$ cat config.mk
export PLATFORM = sky130hd
export DESIGN_NAME = npu_inst_dispatcher
export DESIGN_NICKNAME = d
export VERILOG_FILES = /design/src/rtl/npu_inst_dispatcher.sv
export SDC_FILE = /design/constraint.sdc
export NUM_CORES = 1
export LEC_CHECK = 0
export ABC_AREA = 1
export CAP_MARGIN = 20
export CORE_AREA = 2 2 203 205
export DETAILED_ROUTE_END_ITERATION = 16
export DIE_AREA = 0 0 205 207
export PLACE_DENSITY = 0.54
export SLEW_MARGIN = 10
export SYNTH_ARGS = -nofsm -noshare
export SYNTH_HDL_FRONTEND = slang
export SYNTH_SLANG_ARGS = --single-unit
$ cat constraint.sdc
create_clock -name clk -period 2.75 [get_ports clk]
set_input_delay 0.275 -clock clk [delete_from_list [all_inputs] [get_ports clk]]
set_output_delay 0.275 -clock clk [all_outputs]
set_load 0.005 [all_outputs]
$ cat src/rtl/npu_inst_dispatcher.sv
// Drains the HPS->NPU mailbox in slot order: poll flag, fetch 128-bit word, issue to core, post done byte, clear flag.
// Issue 2+2*RD_LAT cycles after POLL; core_inst_ready low parks the word in ISSUE, and the core sets EXEC length via core_done.
module npu_inst_dispatcher #(
  parameter int NUM_SLOTS = 256,
  parameter int RD_LAT    = 1
) (
  input  logic         clk,
  input  logic         reset_n,
  input  logic         enable,
  output logic [8:0]   inst_valid_s1_address,
  output logic         inst_valid_s1_clken,
  output logic         inst_valid_s1_chipselect,
  output logic         inst_valid_s1_write,
  output logic [7:0]   inst_valid_s1_writedata,
  input  logic [7:0]   inst_valid_s1_readdata,
  output logic [7:0]   inst_sram_s1_address,
  output logic         inst_sram_s1_clken,
  output logic         inst_sram_s1_chipselect,
  output logic         inst_sram_s1_write,
  output logic [127:0] inst_sram_s1_writedata,
  output logic [15:0]  inst_sram_s1_byteenable,
  input  logic [127:0] inst_sram_s1_readdata,
  output logic [8:0]   done_sram_s1_address,
  output logic         done_sram_s1_clken,
  output logic         done_sram_s1_chipselect,
  output logic         done_sram_s1_write,
  output logic [7:0]   done_sram_s1_writedata,
  input  logic [7:0]   done_sram_s1_readdata,
  output logic [127:0] core_inst,
  output logic         core_inst_valid,
  input  logic         core_inst_ready,
  input  logic         core_done,
  input  logic [6:0]   core_status,
  output logic         busy,
  output logic [7:0]   slot_ptr,
  output logic [31:0]  inst_count
);

  typedef enum logic [3:0] {
    S_IDLE, S_POLL, S_PWAIT, S_FETCH, S_FWAIT,
    S_ISSUE, S_EXEC, S_WR_DONE, S_CLR_VALID, S_ADVANCE
  } state_t;

  localparam logic [7:0] PTR_MASK = 8'(NUM_SLOTS - 1);
  localparam logic       LAT_LAST = 1'(RD_LAT - 1);

  state_t     state, state_nxt;
  logic [7:0] ptr;
  logic       lat_cnt;
  logic       lat_last;
  logic [6:0] status_q;
  logic       unused_ok;

  assign lat_last  = (lat_cnt == LAT_LAST);
  assign unused_ok = ^{done_sram_s1_readdata, inst_valid_s1_readdata[7:1]};

  assign inst_valid_s1_address   = {1'b0, ptr};
  assign inst_valid_s1_writedata = 8'h00;
  assign inst_sram_s1_address    = ptr;
  assign inst_sram_s1_write      = 1'b0;
  assign inst_sram_s1_writedata  = '0;
  assign inst_sram_s1_byteenable = 16'hFFFF;
  assign done_sram_s1_address    = {1'b0, ptr};
  assign done_sram_s1_writedata  = {status_q, 1'b1};
  assign slot_ptr                = ptr;

  always_ff @(posedge clk or negedge reset_n) begin
    if (!reset_n) begin
      state <= S_IDLE;
    end else begin
      state <= state_nxt;
    end
  end

  always_comb begin
    state_nxt = state;
    case (state)
      S_IDLE:      if (enable) state_nxt = S_POLL;
      S_POLL:      state_nxt = S_PWAIT;
      S_PWAIT: begin
        if (lat_last) begin
          if (inst_valid_s1_readdata[0]) state_nxt = S_FETCH;
          else                           state_nxt = enable ? S_POLL : S_IDLE;
        end
      end
      S_FETCH:     state_nxt = S_FWAIT;
      S_FWAIT:     if (lat_last) state_nxt = S_ISSUE;
      S_ISSUE:     if (core_inst_ready) state_nxt = S_EXEC;
      // a core_done coincident with the issue handshake is seen in ISSUE and dropped
      S_EXEC:      if (core_done) state_nxt = S_WR_DONE;
      S_WR_DONE:   state_nxt = S_CLR_VALID;
      S_CLR_VALID: state_nxt = S_ADVANCE;
      S_ADVANCE:   state_nxt = enable ? S_POLL : S_IDLE;
      default:     state_nxt = S_IDLE;
    endcase
  end

  always_comb begin
    inst_valid_s1_chipselect = 1'b0;
    inst_valid_s1_clken      = 1'b0;
    inst_valid_s1_write      = 1'b0;
    inst_sram_s1_chipselect  = 1'b0;
    inst_sram_s1_clken       = 1'b0;
    done_sram_s1_chipselect  = 1'b0;
    done_sram_s1_clken       = 1'b0;
    done_sram_s1_write       = 1'b0;
    core_inst_valid          = 1'b0;
    busy                     = (state != S_IDLE);
    case (state)
      S_POLL, S_PWAIT: begin
        inst_valid_s1_chipselect = 1'b1;
        inst_valid_s1_clken      = 1'b1;
      end
      S_FETCH, S_FWAIT: begin
        inst_sram_s1_chipselect = 1'b1;
        inst_sram_s1_clken      = 1'b1;
      end
      S_ISSUE: core_inst_valid = 1'b1;
      S_WR_DONE: begin
        done_sram_s1_chipselect = 1'b1;
        done_sram_s1_clken      = 1'b1;
        done_sram_s1_write      = 1'b1;
      end
      S_CLR_VALID: begin
        inst_valid_s1_chipselect = 1'b1;
        inst_valid_s1_clken      = 1'b1;
        inst_valid_s1_write      = 1'b1;
      end
      default: ;
    endcase
  end

  always_ff @(posedge clk or negedge reset_n) begin
    if (!reset_n) begin
      ptr        <= '0;
      lat_cnt    <= 1'b0;
      inst_count <= '0;
      core_inst  <= '0;
      status_q   <= '0;
    end else begin
      if ((state == S_PWAIT || state == S_FWAIT) && !lat_last) begin
        lat_cnt <= lat_cnt + 1'b1;
      end else begin
        lat_cnt <= 1'b0;
      end
      if (state == S_FWAIT && lat_last) begin
        core_inst <= inst_sram_s1_readdata;
      end
      if (state == S_EXEC && core_done) begin
        status_q <= core_status;
      end
      if (state == S_ADVANCE) begin
        ptr        <= (ptr + 8'd1) & PTR_MASK;
        inst_count <= inst_count + 32'd1;
      end
    end
  end

endmodule

### Sequential cells colored by netlist name, run 1

Scale bar: 50 um. Other sequential cells in the stronger gray, the rest of the logic in the fainter gray.
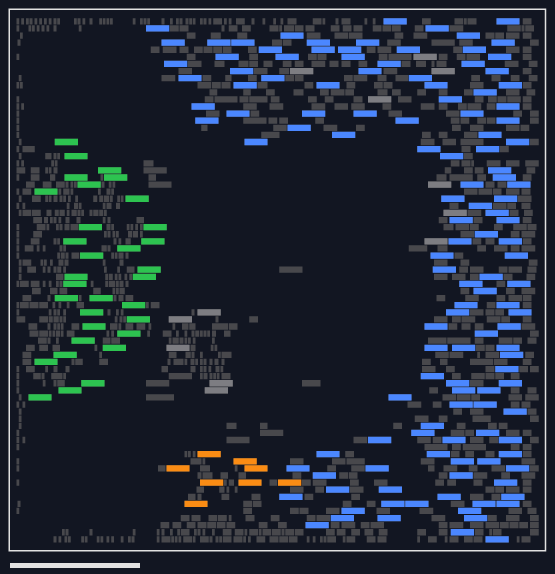
- inst_count: green (sequential cells 32; where middle left)
- inst_sram_s1_address: orange (sequential cells 8; where bottom center)
- core_inst: blue (sequential cells 128)
- not colored: 12
flop share of the area: 33.83%
flip-flop and latch power: 4360 uW
Storage cell area: 0.004504 mm2
Layout Utilization: 32.99%

### Close-up of the layout, run 1

Window x 31 to 71, y 135 to 175 um. Cells in gray, sequential cells in the stronger gray; small squares are vias.
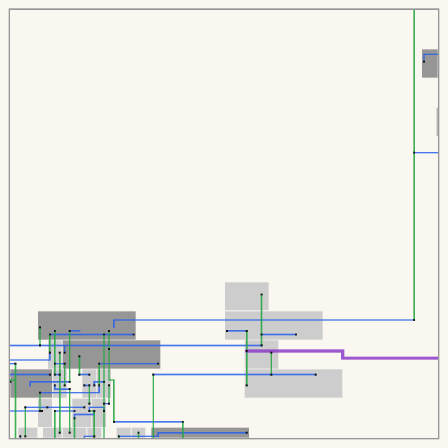
- M1: blue
- M3: purple
- M2: green
- most frequent: nand2_1 (5), clkbuf_16 (2), dfrtp_1 (2)
- sequential cells in the window: 2
- netlist names of flops here include: inst_count (2)
- cells with their middle in the window: 13

### Clock wiring as the flow saved it, run 1

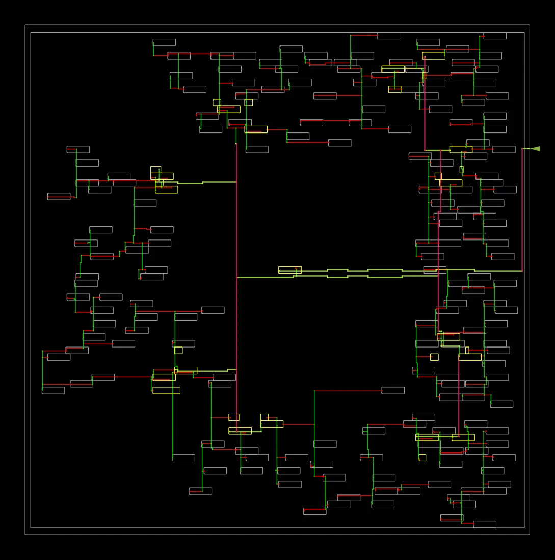
clk ins delay skew pair: 0.45 ns
total CTS buffers: 17
Sink Count: 180
clock skew: 0.01123 ns

### Port wiring, run 1

Scale bar: 50 um.
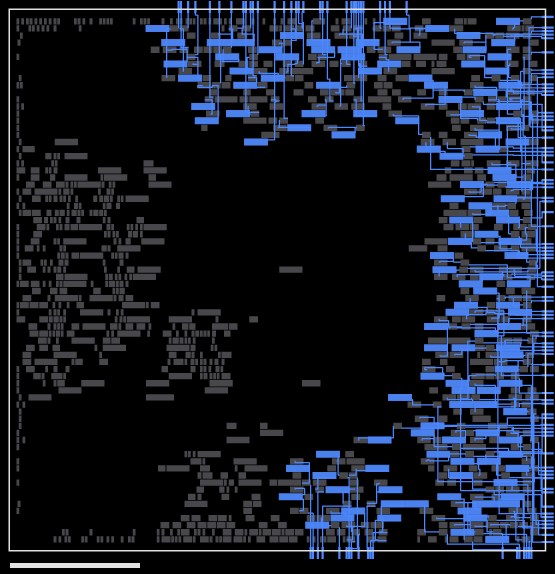
- core_inst: blue (bits 128; direction output; edge 77 right, 32 top, 19 bottom; end cells 128; buffers 128; wire 4,870 um)
I/O pin count: 521
Port Buf Inserts: 349

==> flow_summary.toml, run 1 <==
# synthesis and place-and-route metrics
[status]
status = "completed"

[die]
die_y_um = 207
fp_util_pct = 23.46
core_mm2 = 0.04037
die_w_um = 205

[critical_path]
worstPathArrival_ns = 2.16
crit_path_end_kind = "primary output"
reg2regPathDepth = 4
start_kind = "flip-flop"
cp-endpoint = "inst_valid_s1_clken"
critPathLaunch = "state[1]$_DFFE_PN0P_"
critical_path_class = "reg2out"
r2r_start = "state[1]$_DFFE_PN0P_"
required_ns = 2.48
r2r_setup_slack_ns = 0.64

[placement]
gp_congestion = 0.8392
place_area_mm2 = 0.01273
dp_hpwl_um = 19320

[logic_synthesis]
ys_cells = 786
synth.distinct_cells = 28
synth_seq_share_pct = 47.57
async_reset_ff_share_pct = 100.0
synth_area_mm2 = 0.009469
synth-edff-count = 0
synth.avg_cell_area_um2 = 12.05

[min_path]
min_path_type = "in2reg"
holdPathEnd = "status_q[2]$_DFFE_PN0P_"
hold_path_depth = 2

[pwr]
ir_drop_mv = 0.3495

[global_routing]
antenna_found_initial = 0
grt_max_degree = 84
grt_pass1_wl_um = 37450

[sta]
min_period_over_period_pct = 88.54
max_freq_mhz = 410.7
period_needed_ns = 2.435
slew_headroom_pct = 49.88
worst_pin_slew_ns = 0.7518
maxSlewViolCount = 0
rsz0062_at_grt = "false"
setup_viol = 0

[drt]
wl_um = 25340
drtPass1Iterations = 4
drc_errors = 0
antenna_left = 0

[layout]
areaGrowthSynthToFinish_pct = 40.63
finalInstanceArea_mm2 = 0.01332
final_layout_size_suffix_gt1_share_pct = 16.75
nets = 1279

[clock_network]
clk_path_buf_depth = 2
h-tree-depth = 4
cts_resized = 0
postCtsHoldBufs = 1
post_cts_buffers = 0
clockRootBuffer = "clkbuf_16"

[run]
cap_violations = 0
run 1: cell usage in the layout, fill, tap and decap left out:
cell             netlist  routed
dlygate4sd3_1          0       1
inv_8                  0       2
clkbuf_8               0       2
nand2_2                1       1
mux2_2                15      15
inv_6                  0       2
ha_1                   2       2
clkbuf_16              0      17
inv_2                  1       1
a21oi_1                1       1
nand2_1               94      94
nor3_2                 1       1
clkbuf_1               0       3
buf_12                11       7
nand3_2                2       2
dfrtp_1              180     180
nand4_1               15      15
nand3b_1               4       4
diode_2                0       1
o211ai_1               2       2
nand3_4                1       1
nor2_2                 5       5
clkinv_4               0       4
buf_4                185       3
o21ai_0                5       5
mux2_4               120     120
bufinv_16              0       1
nor2_1                37      37
clkdlybuf4s50_1        0     348
clkinvlp_4             0       2
conb_1                 2     157
inv_1                 41      41
nor3b_1                1       1
xnor2_1               15      15
nand3_1               24      24
nor2_4                 4       4
xor2_1                11      11
nor3_1                 3       3
run 1: synthesized netlist by cell type (4+ instances only):
cell type,instances,area [um2]
buf_4,185,1389
dfrtp_1,180,4504
mux2_4,120,1802
nand2_1,94,352.8
inv_1,41,153.9
nor2_1,37,138.9
nand3_1,24,120.1
mux2_2,15,168.9
nand4_1,15,93.84
xnor2_1,15,131.4
buf_12,11,220.2
xor2_1,11,96.34
nor2_2,5,31.28
o21ai_0,5,25.02
nand3b_1,4,30.03
nor2_4,4,45.04
run 1: state kept, by name (all words and copies together), names as in the netlist:
register,flops
inst_count,32
status_q,7
core_inst,128
inst_sram_s1_address,8
lat_cnt,1
state,4
run 1: layer usage:
layer | track usage (%) | wire [um]
met5 | 0 | 0
met4 | 4.093 | 396
met3 | 3.776 | 2211
met2 | 18.62 | 11870
met1 | 14.54 | 10870
run 1: cell type report:
type | instances | area [um2]
multi-input combinational | 520 | 3746
tap | 532 | 665.6
clock buffer | 21 | 450.4
antenna | 1 | 2.502
clock inverter | 11 | 120.1
inverter | 42 | 157.7
sequential | 180 | 4504
fill | 4060 | 27050
timing repair buffer | 360 | 3670
run 1: kinds of logic after synthesis:
| family | share of synthesized area [%] |
|---|---|
| adders and majority gates | 0.2642 |
| buffers and inverters | 19.01 |
| and+or+nand+nor | 9.382 |
| muxes | 20.81 |
| DFF | 47.57 |
| AOI/OAI and AO/OA | 0.4755 |
| other | 0.07931 |
| xor gates and xnor gates | 2.405 |
run 1: per-stage QoR:
stage | hold WS, ns | total power, uW | cells | setup WS [ns]
4_1_cts | 0.3876 | 12370 | 1666 | 0.2474
3_3_place_gp | 0.3995 | 9794 | 1633 | 0.6120
3_5_place_dp | 0.3997 | 9843 | 1633 | 0.5958
6_report | 0.4278 | 12160 | 1667 | 0.3151
5_1_grt | 0.4081 | 12870 | 1666 | 0.1110
2_1_floorplan | -0.02059 | 7050 | 941 | 1.222
run 1: report_power, final:
group	leakage [uW]	switching (uW)	internal (uW)
registers	0.00220	638	3720
logic	0.00372	1660	3720
clock network	0.000272	1130	1300
total	0.00619	3420	8740
run 1: critical path, stage by stage (launching register included):
cell and delay [ns]:
dfrtp_1 0.43, inv_1 0.10, nor2_1 0.24, nand2_1 0.21, nand3_1 0.19, clkdlybuf4s50_1 0.54
## Run 2: what changed since run 1
--- a/config.mk
+++ b/config.mk
@@ -10,7 +10,7 @@
 export CORE_AREA = 2 2 203 205
 export DETAILED_ROUTE_END_ITERATION = 16
 export DIE_AREA = 0 0 205 207
-export PLACE_DENSITY = 0.54
+export PLACE_DENSITY = 0.51
 export SLEW_MARGIN = 10
 export SYNTH_ARGS = -nofsm -noshare
 export SYNTH_HDL_FRONTEND = slang
### Close-up of the layout, run 2

Window x 31 to 71, y 135 to 175 um. Cells in gray, sequential cells in the stronger gray; small squares are vias.
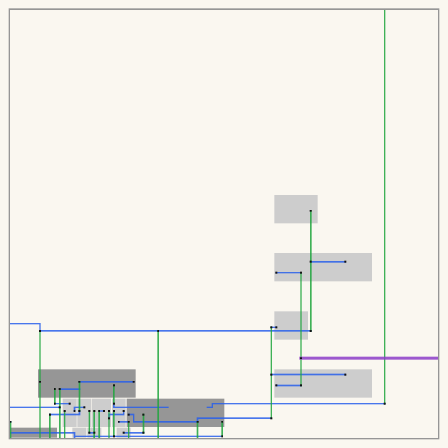
- M1: blue
- M2: green
- M3: purple
- cells with their middle in the window: 10
- sequential cells in the window: 2
- most frequent: nand2_1 (3), clkbuf_16 (2), dfrtp_1 (2)
- netlist names of flops here include: inst_count (2)

### Port wiring, run 2

Scale bar: 50 um.
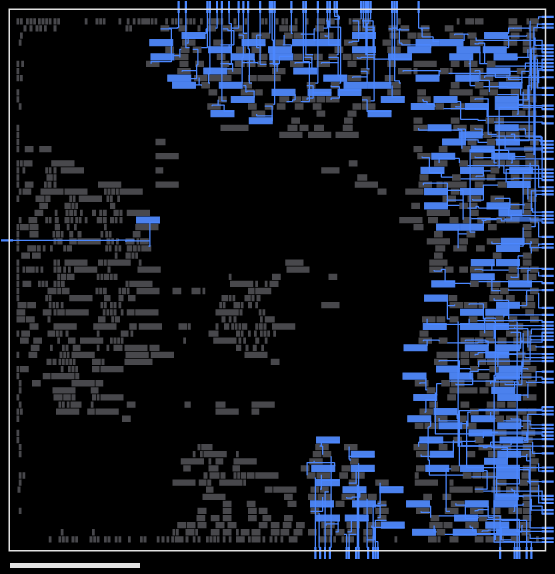

==> run 2 against run 1 <==
Effect of this change:
- setup slack worse by 0.019 ns
- final cell count fell by 0.18%
- routed wire length rose by 0.72%
- non-clock buffer count decreased by 4
- area after synthesis did not move
- via count shrank 1.5%
- sequential share of layout area about the same
- critical path type unchanged
- largest cell class unchanged
==> flow_summary.toml, run 2 <==
# synthesis and place-and-route metrics
[status]
status = "completed"

[logic_synthesis]
synth_seq_share_pct = 47.57
muxShareOfSynthArea_pct = 20.81
largest_area_cell = "dfrtp_1"
ys_sh_simple_pct = 9.382
top_cells_by_area = "dfrtp_1, mux2_4, buf_4, nand2_1, buf_12"
yosys-top-cells-count = "buf_4, dfrtp_1, mux2_4"
adder_share_pct = 0.2643
ys_sh_xor_pct = 2.405
ys_cells = 786
synth.distinct_cells = 28
synth_area_mm2 = 0.009469
synth_top_area_share_pct = 47.57
synth-edff-count = 0
synth.avg_cell_area_um2 = 12.05

[layout]
nets = 1275
final_layout_size_suffix_gt1_share_pct = 16.64
lay_top_cells = "clkdlybuf4s50_1, dfrtp_1, conb_1"
largest_register_ffs = 128
regMostFlops = "core_inst"
areaGrowthSynthToFinish_pct = 40.55

[min_path]
min_path_type = "in2async"

[clock_network]
insertion_delay_ns = 0.46
cts_resized = 0
h-tree-depth = 4
cts_buffers = 17
clockRootBuffer = "clkbuf_16"

[pwr]
p_int_uw = 8887
ir_drop_mv = 0.3325
p_comb_share_pct = 43.6

[global_routing]
antenna_found_initial = 3
grt_pass1_wl_um = 37730
grt_max_degree = 82

[placement]
dp_hpwl_um = 19430
gp_congestion = 0.8164

[sta]
maxSlewViolCount = 0
clock-skew-final_ns = 0.01323
rsz0062_at_grt = "false"
setup_viol = 0

[critical_path]
worstPathArrival_ns = 2.18
critical_path_class = "reg2out"
start_kind = "flip-flop"
r2r_setup_slack_ns = 0.75

[die]
die_w_um = 205
die_y_um = 207
io_pins = 521
fp_util_pct = 23.46

[run]
cap_violations = 0
[run 2: cell counts after synthesis]
Identical to the previous run, type by type.
[run 2: metal layers]
layer | global-route usage [%] | wire (um)
met5 | 0 | 8
met4 | 4.168 | 423
met3 | 5.129 | 2718
met2 | 18.97 | 12150
met1 | 14.02 | 10220
[run 2: cell families (layout without fill, tap and decap cells)]
logic type	count (synthesis)	count (layout)
buffers and inverters	241	430
and+or+nand+nor	192	192
DFF	180	180
muxes	135	135
xor gates and xnor gates	26	26
AOI/OAI and AO/OA	8	8
adders and majority gates	2	2
other	2	159
[run 2: timing repair]
| action | in CTS | in global routing |
|---|---|---|
| setup endpoints to repair | 0 | 0 |
| hold endpoints to repair | 79 | 0 |
| hold buffers | 1 | 0 |
[run 2: cell type report]
cell class | count | area, um2
timing repair buffer | 356 | 3615
sequential | 180 | 4504
clock inverter | 13 | 172.7
fill | 4120 | 27060
antenna | 2 | 5.005
tap | 532 | 665.6
inverter | 42 | 157.7
clock buffer | 19 | 442.9
multi-input combinational | 520 | 3746
[run 2: final timing paths]
check                      cells past startpoint                 startpoint                          to
max                                            5       state[1]$_DFFE_PN0P_         inst_valid_s1_clken
min                                            2                    reset_n  inst_count[29]$_DFFE_PN0N_
max reg2reg                                    4       state[1]$_DFFE_PN0P_  core_inst[112]$_DFFE_PN0P_
min reg2reg                                    1  core_inst[87]$_DFFE_PN0P_   core_inst[87]$_DFFE_PN0P_
max in group asynchronous                      3                    reset_n   core_inst[39]$_DFFE_PN0P_
min in group clk                               2  inst_sram_s1_readdata[51]   core_inst[51]$_DFFE_PN0P_
[run 2: per-stage QoR]
stage	area (um2)	utilization [%]	power [uW]	std cells	worst slack (ns)
2_1_floorplan	10050	-	7050	941	1.222
3_5_place_dp	12680	31.41	9800	1629	0.7074
4_1_cts	13300	32.96	12530	1662	0.2249
5_1_grt	13300	32.96	13050	1662	0.1699
6_report	13310	32.97	12310	1664	0.2965
3_3_place_gp	12680	31.41	9780	1629	0.7219
[run 2: worst max-delay path, stage by stage, from the launching register on]
cell	delay (ns)
dfrtp_1	0.42
inv_1	0.10
nor2_1	0.27
nand2_1	0.20
nand3_1	0.20
clkdlybuf4s50_1	0.54
[run 2: power by group through the flow]
| stage | Combinational [uW] | Clock [uW] | Sequential [uW] |
|---|---|---|---|
| floorplan | 2630 | 0 | 4420 |
| CTS | 5460 | 2730 | 4340 |
| global placement | 5450 | 0 | 4330 |
| detailed placement | 5420 | 0 | 4380 |
| finish | 5370 | 2610 | 4330 |
| global route | 5730 | 2840 | 4480 |
## Run 3: what changed since run 2
--- a/config.mk
+++ b/config.mk
@@ -7,10 +7,12 @@
 export LEC_CHECK = 0
 export ABC_AREA = 1
 export CAP_MARGIN = 20
-export CORE_AREA = 2 2 203 205
+export CORE_AREA = 2 2 204 206
 export DETAILED_ROUTE_END_ITERATION = 16
-export DIE_AREA = 0 0 205 207
-export PLACE_DENSITY = 0.51
+export DIE_AREA = 0 0 206 208
+export DONT_BUFFER_PORTS = 1
+export PLACE_DENSITY = 0.34
+export SETUP_SLACK_MARGIN = 0.5
 export SLEW_MARGIN = 10
 export SYNTH_ARGS = -nofsm -noshare
 export SYNTH_HDL_FRONTEND = slang
### Port wiring, run 3

Scale bar: 50 um.
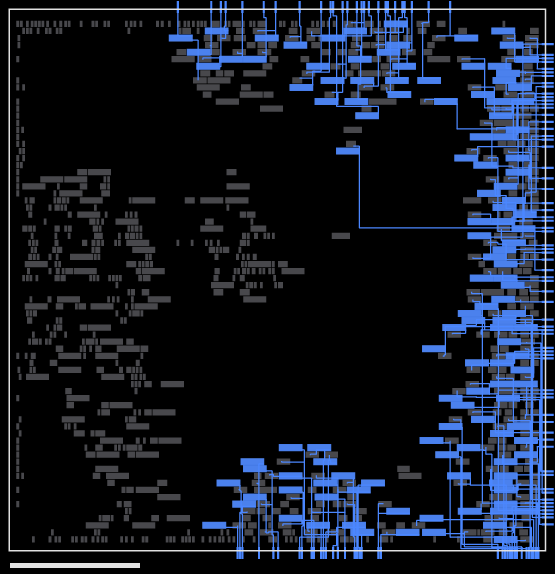
- core_inst: blue (bits 128; direction output; edge 65 right, 37 bottom, 26 top; end cells 128; buffers 0; wire 4,420 um)
Port Buf Inserts: 0

### Wiring by layer, run 3

Two of the layers only.
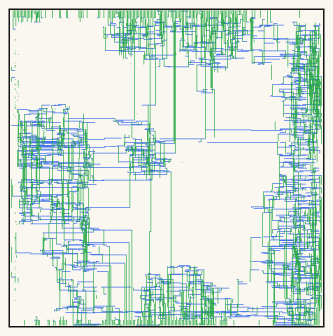
- M1: blue (wire length 9,010 um)
- M2: green (wire length 11,900 um)
Total Wirelength: 24,150 um
wire length per cell: 16.69 um

==> run 3 against run 2 <==
Effect of this change:
- the flow now finishes with violations (negative hold slack)
- clock power decreased by 3%
- combinational power decreased by 49%
- non-clock buffer count decreased by 215
- routed wire length decreased by 5.4%
- final cell count decreased by 13%
- sequential power increased by 11%
- cell area decreased by 16%
- critical endpoint is now inst_valid_s1_chipselect
- highest routed layer unchanged
==> flow_summary.toml, run 3 <==
# synthesis and place-and-route metrics
[die]
core_mm2 = 0.04055
die_y_um = 208
fp_util_pct = 23.35
io_pins = 521
die_w_um = 206
die-area_mm2 = 0.04285

[clock_network]
h-tree-depth = 4
clock_sinks = 180
postCtsHoldBufs = 137
insertion_delay_ns = 0.48
cts_buffers = 17
clockRootBuffer = "clkbuf_16"
clk_path_buf_depth = 2
post_cts_buffers = 0

[logic_synthesis]
top_cells_by_area = "dfrtp_1, mux2_4, buf_4, nand2_1, buf_12"
async_reset_ff_share_pct = 100.0
synth_area_mm2 = 0.009469
synth_top_area_share_pct = 47.57
synth_top_cell_by_count = "buf_4"
synth.distinct_cells = 28
yosys-top-cells-count = "buf_4, dfrtp_1, mux2_4"
synth_cells = 786
ys_cells = 786
synth.avg_cell_area_um2 = 12.05
synth-edff-count = 0
largest_area_cell = "dfrtp_1"
synth_seq_share_pct = 47.57

[critical_path]
crit_path_end_kind = "primary output"
required_ns = 2.48
reg2regPathDepth = 8
r2r_setup_slack_ns = 0.73
r2r_start = "state[1]$_DFFE_PN0P_"
rr_endpoint = "state[0]$_DFFE_PN0P_"
critPathLaunch = "state[1]$_DFFE_PN0P_"
crit_chain = "inv_1, nor2_1, nand2_1, nand3_1"
cp-endpoint = "inst_valid_s1_chipselect"
critical_path_class = "reg2out"
start_kind = "flip-flop"
critPathMaxStageDelay_ns = 0.45
worstPathArrival_ns = 1.76
slowest_stage = "dfrtp_1"

[sta]
period_needed_ns = 2.036
max_freq_mhz = 491.2
slew_headroom_pct = 65.41
worst_pin_slew_ns = 0.5169
maxSlewViolCount = 0
totalNegativeSetupSlack_ns = 0
finalHoldViolCount = 180
setup_viol = 0
min_period_over_period_pct = 74.03
rsz0062_at_grt = "false"
clock-skew-final_ns = 0.01630
hold_ws_ns = -0.5133

[layout]
nFillCells = 4231
fin_cells = 1447
final_layout_size_suffix_gt1_share_pct = 20.44
largest_register_ffs = 128
finalInstanceArea_mm2 = 0.01111
nets = 1060
regMostFlops = "core_inst"
final_common_cell = "dfrtp_1"
num_antenna_cells = 0
lay_top_cells = "dfrtp_1, conb_1, dlygate4sd3_1"
areaGrowthSynthToFinish_pct = 17.36

[min_path]
min_path_type = "in2async"

[placement]
gp_congestion = 0.7360
place_area_mm2 = 0.009141
dp_hpwl_um = 17280
place_inst = 1278

[drt]
drtPass1Iterations = 5
antenna_left = 0
drc_errors = 0

[global_routing]
grt_pass1_wl_um = 34580
grt_max_degree = 181
antenna_found_initial = 1

[run]
cap_violations = 0

[pwr]
total_power_uw = 10070
ir_drop_mv = 0.3608

[status]
status = "finished, violations left"
violations = "negative hold slack"
run 3: critical path, delay by kind of cell (launching register included):
family	cells	cell delay (ns)
buffers and inverters	1	0.12
DFF	1	0.45
and+or+nand+nor	3	0.72
run 3: cells by family (layout without fill, tap and decap cells):
kind of cell | after synthesis | after routing | share of synthesized area (%)
compound gates | 8 | 8 | 0.4755
simple gates | 192 | 192 | 9.382
xor+xnor | 26 | 26 | 2.405
buf+inv | 241 | 215 | 19.01
flops | 180 | 180 | 47.57
fa+ha+maj | 2 | 2 | 0.2642
other cells | 2 | 157 | 0.07931
mux | 135 | 135 | 20.81
run 3: layout make-up:
| type | instances | area (um2) | area share [%] |
|---|---|---|---|
| clock buffers | 20 | 456.7 | 4.109 |
| flip-flops and latches | 180 | 4504 | 40.53 |
| well taps | 532 | 665.6 | 5.990 |
| inverters | 42 | 157.7 | 1.419 |
| multi-input cells | 520 | 3756 | 33.80 |
| repair buffers | 141 | 1439 | 12.95 |
| clock inverters | 12 | 133.9 | 1.205 |
run 3: layer usage:
| layer | vias up | track usage [%] | routed length [um] |
|---|---|---|---|
| met5 | - | 0 | 13 |
| met3 | 28 | 4.809 | 2604 |
| li1 | 2454 | - | - |
| met1 | 2622 | 11.55 | 9014 |
| met4 | 2 | 5.591 | 592 |
| met2 | 272 | 18.49 | 11930 |
run 3: how the worst min path moves through the flow:
stage	startpoint	to	slack, ns	depth (start not counted)
floorplan	reset_n	core_inst[0]$_DFFE_PN0P_	-0.02	0
global placement	reset_n	core_inst[13]$_DFFE_PN0P_	-0.02	0
detailed placement	reset_n	core_inst[56]$_DFFE_PN0P_	-0.02	0
CTS	reset_n	core_inst[94]$_DFFE_PN0P_	-0.58	0
global route	reset_n	core_inst[94]$_DFFE_PN0P_	-0.57	0
finish	reset_n	core_inst[56]$_DFFE_PN0P_	-0.51	0
run 3: power by group:
group | internal [uW] | switching [uW]
logic | 1830 | 911
registers | 3730 | 1080
clock network | 1330 | 1190
total | 6890 | 3180
run 3: repair_timing:
| action | CTS | global route |
|---|---|---|
| resized | 1 | 2 |
| endpoints found under the hold margin | 316 | 180 |
| setup endpoints to repair | 2 | 3 |
run 3: stage by stage:
step | worst slack [ns] | hold slack, ns | util, %
3_5_place_dp | 0.7624 | -0.01549 | 22.54
2_1_floorplan | 1.222 | -0.02059 | -
5_1_grt | 0.5529 | -0.5652 | 27.40
3_3_place_gp | 0.7451 | -0.01623 | 22.54
4_1_cts | 0.5118 | -0.5767 | 27.38
6_report | 0.7143 | -0.5133 | 27.40
No activity file was given, so power comes from the tool's default toggle rates.
